==> config.mk <==
export PLATFORM = sky130hd
export DESIGN_NAME = keypad_entry
export DESIGN_NICKNAME = d
export VERILOG_FILES = /design/src/rtl/keypad_entry.sv
export SDC_FILE = /design/constraint.sdc
export NUM_CORES = 1
export LEC_CHECK = 0
export CORE_MARGIN = 4
export CORE_UTILIZATION = 55
export CTS_BUF_LIST = sky130_fd_sc_hd__clkbuf_4 sky130_fd_sc_hd__clkbuf_8
export CTS_CLUSTER_DIAMETER = 40
export DETAILED_ROUTE_END_ITERATION = 8
export PLACE_DENSITY = 0.76
export SETUP_SLACK_MARGIN = 0.2
export SYNTH_ARGS = -nofsm -noshare
export SYNTH_HDL_FRONTEND = slang
export SYNTH_SLANG_ARGS = --single-unit
==> constraint.sdc <==
create_clock -name clk -period 12.8 [get_ports clk]
set_input_delay 3.2 -clock clk [delete_from_list [all_inputs] [get_ports clk]]
set_output_delay 3.2 -clock clk [all_outputs]
set_load 0.005 [all_outputs]
==> run_1/met2.png <==
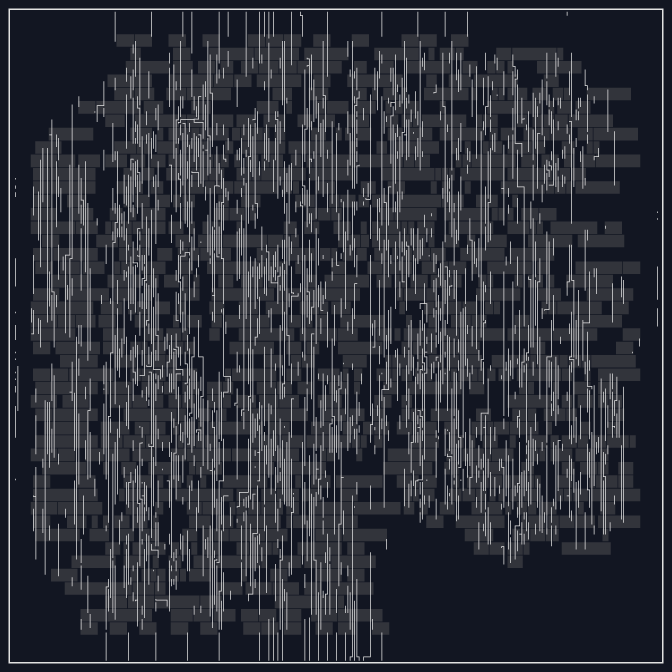
wire length on this layer	8830 microns
longest straight run	45.2 microns
met2 GRT Util: 35.8%
via count: 6456
WL final: 17.7 mm

==> run_1/clock_map.png <==
The bar under the picture is 50 microns long.
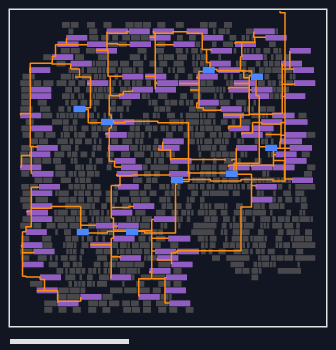
[purple] flip-flops | count: 112
[orange] clock wires | length: 1480 microns
[blue] cells driving clock nets | count: 9
flops lie	all over the die
Clock Latency Late Sink: 0.39 ns
Clk pwr share: 38.2%
P_clk: 241 uW
Final Skew: 0.0159 ns

==> run_1/cell_classes.png <==
The bar under the picture is 50 microns long.
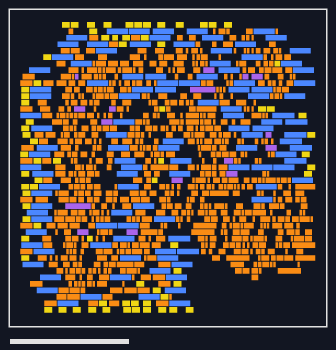
color	class	cells	share of their area
purple	clock drivers and dummy loads	16	2.4%
blue	flip-flops	112	30%
yellow	other buffers and delay cells	74	7.8%
orange	all other logic	736	60%
CORE AREA: 15200 sq um
sequential cell area share: 29.3%

==> qor.csv, run 1 <==
stage,metric,value,unit
job,Log Warnings,32,
worst_hold_path,Worst Hold Depth,0,
setup_path,FF-to-FF path depth,46,
setup_path,CP endpoint kind,flop,
global_routing,first-pass GRT wire length,31.0,mm
power,Pint,480,uW
drt,Met2 Routed Length,8.83,mm
drt,DR WL met3,548,microns
drt,1st-pass router iterations,4,
final_timing,Final setup viols,0,
global_routing,Top Usage Layer GRT,met2,
synthesis,Cell Type Count,76,
synthesis,"EDFF count, synth",0,
setup_path,CP max stage delay,0.77,ns
layout,Ant. Diodes,0,
final_timing,clock period minus worst slack,11.18,ns
synthesis,Area leader share,30.4,%
setup_path,Worst Path Arrival,11.46,ns
status,run status,completed,
floorplan,fp_density,56.3,%
worst_hold_path,Hold WC Path Type,reg2reg,
setup_path,CP Class,reg2reg,
drt,top layer in use,met4,
layout,Filler cells,1293,
layout,Post-layout nets,1013,
power,Pwr per Cell Area,65.7,nW/um^2
clocking,CTS Buffer Depth,2,
final_timing,relative slew slack,30.4,%
drt,DR DRC count,0,
drt,Post-DRT Antenna Nets,0,
setup_path,Top delay family on crit path,adder cells,
final_timing,final-report max-slew violation count,0,
drt,Iter 0 DRT Violations,307,
power,switching share of power,24.0,%
drt,drt wl/cell,15.7,microns
layout,layout cells sized above 1,12.6,%
global_routing,GR Overflow Total,0,
power,Flop pwr share,56.9,%
global_routing,M3 GR Usage,4.03,%
global_routing,largest net degree at the start of global routing,85,
clocking,Clock Sinks,112,
synthesis,Synth Area per Inst,9.72,sq um
global_routing,initial antenna violation count,0,
setup_path,CP bufs+invs,2,
floorplan,die area,17600,sq um
layout,most frequent cells in the layout,"104 x dfrtp_1, 75 x nand2_1, 72 x ha_1",
placement,RD Place Congestion,0.862,
floorplan,I/O pins,69,
synthesis,Synth Net Count,960,
clocking,setup bufs post-CTS,0,
power,Peak supply drop,50.4,uV
setup_path,CP max FO,25,
synthesis,ys async rst share,100,%
final_timing,crit share post-route,87.4,%
floorplan,Chip Width,133,microns
synthesis,Post-Syn Instances,880,
final_timing,Max Clk Rate,89.4,MHz
synthesis,YS warnings,0,
synthesis,"Top FF cell, synth",dfrtp_1,
final_timing,final setup TNS,0,ns
layout,final instance area,9600,sq um
synthesis,area of the mapped netlist,8550,sq um
clocking,"Hold-fix buffers, CTS",0,
final_timing,Worst Max-Slew Pin Slew,1.04,ns
setup_path,Critical Path RT,13.08,ns
synthesis,Yosys top cell by area,dfrtp_1,
final_timing,final hold violation count,0,
global_routing,Total Routing Usage GR,21.0,%
drt,via/cell ratio,5.73,
setup_path,R2R Setup Slk,1.62,ns
synthesis,biggest area cells,"dfrtp_1 30%, ha_1 11%, xnor2_1 6.0%",
layout,Syn-to-layout area delta,12.2,%
setup_path,most frequent CP cell,ha_1,
synthesis,Yosys Chip Area,8550,sq um
job,max-cap violations,0,
global_routing,vias in the first global route,6460,
clocking,Clock Tree Root,clkbuf_8,
layout,most frequent logic cell in the layout,dfrtp_1,
synthesis,Synth Seq Share,32.9,%
clocking,H-tree depth,3,
setup_path,crit start category,flop,
final_timing,RSZ-0062 raised after global routing,no,
clocking,CTS tree,yes,
clocking,CTS clock-pin slew for the worst setup and hold paths,0.11,ns
floorplan,num rows,45,
clocking,cts repair resizes,0,
floorplan,Die Y-Extent,133,microns
drt,M1 wire length,8.06,mm
placement,dpl hpwl,13.2,mm
placement,Placed Area,9370,sq um
synthesis,yosys cell count,880,
setup_path,Crit-path slowest cell,nor3_2,
## run 1: power by group through the flow
stage	registers, mW	logic, mW	clock network (mW)
floorplan	0.363	0.0250	0
global placement	0.366	0.0307	0
detailed placement	0.366	0.0314	0
CTS	0.359	0.0315	0.248
global route	0.360	0.0355	0.262
finish	0.359	0.0307	0.241
## run 1: synth_stat cells, types with 7 or more instances
cell	number
inv_1	41
mux2i_1	9
mux2_2	41
a21o_1	12
xnor2_1	59
dfrtp_1	104
and3_1	12
nor3_1	11
mux2_4	19
nand2b_1	9
nand3_1	20
nor2_1	67
xor2_1	37
nand2_1	75
a21oi_1	32
clkbuf_1	24
nor3b_1	9
ha_1	72
nand4_1	17
o21ai_0	40
a31oi_1	10
o21a_1	7
nor2b_1	17
dfstp_2	8
## run 1: layout make-up
class	count	area (sq um)	area share, %
clock inverters	6	92.6	0.965
clock buffers	10	131	1.37
inverters	42	160	1.67
well taps	188	235	2.45
multi-input cells	694	5440	56.7
repair buffers	74	726	7.56
flip-flops and latches	112	2810	29.3
## run 1: through the flow
stage                     setup slack [ns]  utilization, %  hold slack [ns]  total power [mW]  cells
after global placement                2.05            61.7            0.347             0.396   1110
final                                 1.62            63.1            0.365             0.631   1126
after detailed placement              1.66            61.7            0.349             0.397   1110
after CTS                             1.63            63.1            0.368             0.639   1126
after global routing                 0.783            63.1            0.374             0.657   1126
after floorplan                       3.22               -            0.345             0.388    880
## run 1: logic make-up after synthesis
| group | Yosys count | synth area share (%) |
|---|---|---|
| simple gates | 289 | 17.8 |
| fa+ha+maj | 74 | 11.0 |
| xor+xnor | 108 | 13.1 |
| flops | 112 | 32.9 |
| buf+inv | 74 | 3.60 |
| mux | 69 | 9.79 |
| compound gates | 154 | 11.8 |
==> run_1/gate_families.png <==
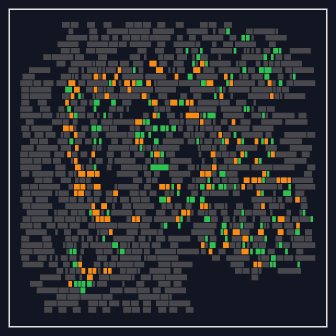

==> run 2, diff against run 1 <==
--- a/config.mk
+++ b/config.mk
@@ -5,12 +5,13 @@
 export SDC_FILE = /design/constraint.sdc
 export NUM_CORES = 1
 export LEC_CHECK = 0
+export CAP_MARGIN = 15
 export CORE_MARGIN = 4
-export CORE_UTILIZATION = 55
+export CORE_UTILIZATION = 61
 export CTS_BUF_LIST = sky130_fd_sc_hd__clkbuf_4 sky130_fd_sc_hd__clkbuf_8
 export CTS_CLUSTER_DIAMETER = 40
 export DETAILED_ROUTE_END_ITERATION = 8
-export PLACE_DENSITY = 0.76
+export PLACE_DENSITY = 0.83
 export SETUP_SLACK_MARGIN = 0.2
 export SYNTH_ARGS = -nofsm -noshare
 export SYNTH_HDL_FRONTEND = slang
==> run_2/gate_families.png <==
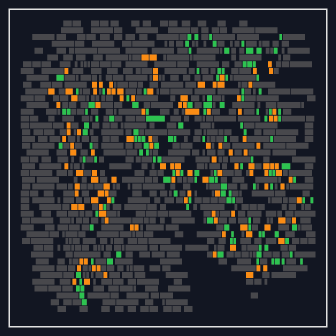
color	family	cells	most used
orange	inverting AOI/OAI gates	121	o21ai_0
green	NAND gates	133	nand2_1
most frequent logic cell in the layout: dfrtp_1
fraction of area in multi-input gates: 56.9%

==> run_2/cell_classes.png <==
The bar under the picture is 50 microns long.
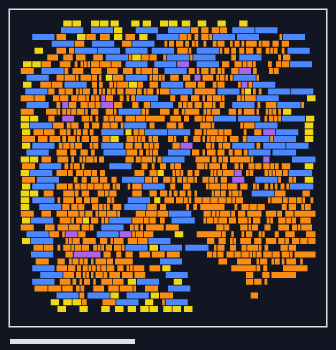
color	class	cells	share of their area
purple	clock drivers and dummy loads	16	2.1%
yellow	other buffers and delay cells	74	7.8%
orange	all other logic	736	60%
blue	flip-flops	112	30%
CORE AREA: 13800 sq um
sequential cell area share: 29.4%
final core utilization: 69.1%
num rows: 43
final instance area: 9560 sq um

==> qor.csv, run 2 <==
stage,metric,value,unit,change
setup_path,R2R Setup Slk,1.66,ns,was 1.62 ns
global_routing,initial antenna violation count,0,,unchanged
synthesis,comb area leader,simple AND/OR/NAND/NOR gates,,unchanged
synthesis,YS warnings,0,,unchanged
synthesis,ys async rst share,100,%,unchanged
final_timing,final setup TNS,0,ns,unchanged
synthesis,yosys cell count,880,,unchanged
floorplan,fp_density,61.9,%,was 56.3%
drt,WL final,17.8,mm,was 17.7 mm
final_timing,final-report max-slew violation count,0,,unchanged
global_routing,Top Usage Layer GRT,met2,,unchanged
setup_path,CP max FO,17,,was 25
setup_path,crit start category,flop,,unchanged
power,Pwr per Cell Area,63.6,nW/um^2,was 65.7 nW/um^2
synthesis,Yosys Chip Area,8550,sq um,unchanged
final_timing,RSZ-0062 raised after global routing,no,,unchanged
power,Peak supply drop,69.0,uV,was 50.4 uV
setup_path,CP Class,reg2reg,,unchanged
synthesis,most frequent cell after synthesis,dfrtp_1,,unchanged
power,Clk pwr share,35.9,%,was 38.2%
drt,via count,6500,,was 6456
global_routing,GR Overflow Total,0,,unchanged
synthesis,Cell Type Count,76,,unchanged
setup_path,most frequent CP cell,ha_1,,unchanged
clocking,CTS Buffer Depth,2,,unchanged
clocking,"Hold-fix buffers, CTS",0,,unchanged
final_timing,relative slew slack,31.8,%,was 30.4%
worst_hold_path,Worst Hold Depth,0,,unchanged
final_timing,clock period minus worst slack,11.14,ns,was 11.18 ns
drt,via/cell ratio,5.81,,was 5.73
synthesis,mux share,9.79,%,unchanged
floorplan,Die Y-Extent,126,microns,was 133 microns
clocking,Clock Latency Late Sink,0.39,ns,about the same
clocking,Clock Tree Root,clkbuf_8,,unchanged
synthesis,Post-Syn Instances,880,,unchanged
layout,layout cells sized above 1,12.6,%,unchanged
layout,Ant. Diodes,0,,unchanged
setup_path,CP endpoint kind,flop,,unchanged
synthesis,Synth Seq Share,32.9,%,unchanged
job,Log Warnings,32,,unchanged
clocking,CTS tree,yes,,unchanged
setup_path,FF-to-FF path depth,47,,was 46
power,Pint,466,uW,was 480 uW
synthesis,Synth top cells by count,"104 x dfrtp_1, 75 x nand2_1, 72 x ha_1",,unchanged
final_timing,crit share post-route,87.0,%,was 87.4%
drt,Iter 0 DRT Violations,342,,was 307
floorplan,Chip Width,126,microns,was 133 microns
global_routing,largest net degree at the start of global routing,84,,was 85
clocking,H-tree depth,3,,unchanged
global_routing,vias in the first global route,6577,,was 6460
clocking,setup bufs post-CTS,0,,unchanged
clocking,cts repair resizes,0,,unchanged
clocking,CTS clock-pin slew for the worst setup and hold paths,0.10,ns,was 0.11 ns
drt,drt wl/cell,15.9,microns,was 15.7 microns
power,Power Total,608,uW,was 631 uW
drt,1st-pass router iterations,4,,unchanged
final_timing,Final Skew,0.0116,ns,was 0.0159 ns
drt,Post-DRT Antenna Nets,0,,unchanged
job,max-cap violations,0,,unchanged
layout,Post-layout nets,1013,,unchanged
drt,Met2 Routed Length,9.08,mm,was 8.83 mm
global_routing,first-pass GRT wire length,31.0,mm,about the same
status,run status,completed,,unchanged
synthesis,Synth Area in Adders,11.0,%,unchanged
setup_path,Worst Path Arrival,11.41,ns,was 11.46 ns
power,Flop pwr share,59.0,%,was 56.9%
synthesis,Yosys top cell by area,dfrtp_1,,unchanged
synthesis,Area leader share,30.4,%,unchanged
synthesis,yosys xor share,13.1,%,unchanged
global_routing,Total Routing Usage GR,23.1,%,was 21.0%
drt,DR WL met3,535,microns,was 548 microns
final_timing,Hold Slack,0.361,ns,was 0.365 ns
clocking,Clock Sinks,112,,unchanged
worst_hold_path,Hold WC Path Type,reg2reg,,unchanged
drt,DR DRC count,0,,unchanged
synthesis,Synth Net Count,960,,unchanged
power,switching share of power,23.5,%,was 24.0%
floorplan,I/O pins,69,,unchanged
==> run_2/final_placement.png <==
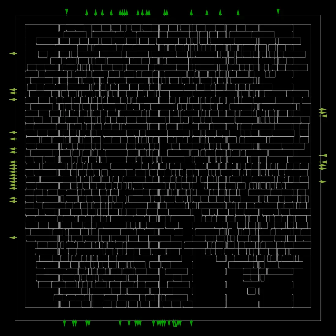
Filler cells: 1060
Seq cells: 112
n_taps: 180
Non-Filler Instances: 1118

[run 2: cell types whose count changed in the layout (fill, tap and decap cells not counted)]
cell	previous run	this run
bufinv_16	2	1
clkbuf_4	1	4
clkinvlp_4	1	0
inv_8	1	0
[run 2: power by group through the flow]
stage          combinational [mW]  clock, mW  sequential (mW)
2_1_floorplan              0.0250          0            0.363
3_3_place_gp               0.0308          0            0.366
3_5_place_dp               0.0313          0            0.366
4_1_cts                    0.0314      0.225            0.359
5_1_grt                    0.0350      0.239            0.359
6_report                   0.0309      0.219            0.359
[run 2: worst max-delay path, delay by kind of cell (launching register included)]
kind | cells | cell delay [ns]
AOI/OAI and AO/OA | 9 | 1.47
buffers and inverters | 3 | 0.41
xor gates and xnor gates | 3 | 0.58
and+or+nand+nor | 14 | 3.03
adders and majority gates | 13 | 3.60
DFF | 1 | 0.41
muxes | 5 | 1.48
[run 2: metrics by stage]
| stage | utilization [%] | area [sq um] | worst slack (ns) | std cells |
|---|---|---|---|---|
| global route | 69.1 | 9560 | 0.884 | 1118 |
| floorplan | - | 8550 | 3.22 | 880 |
| CTS | 69.1 | 9560 | 1.64 | 1118 |
| global placement | 67.7 | 9360 | 2.11 | 1102 |
| detailed placement | 67.7 | 9360 | 1.69 | 1102 |
| finish | 69.1 | 9560 | 1.66 | 1118 |
[run 2: final cells by class]
class	count	area, sq um	share of cell area, %
Clock buffer	13	154	1.61
Clock inverter	3	43.8	0.458
Inverter	42	160	1.68
Multi-Input combinational cell	694	5440	56.9
Sequential cell	112	2810	29.4
Tap cell	180	225	2.36
Timing Repair Buffer	74	726	7.59
No activity file was given, so power comes from the tool's default toggle rates.
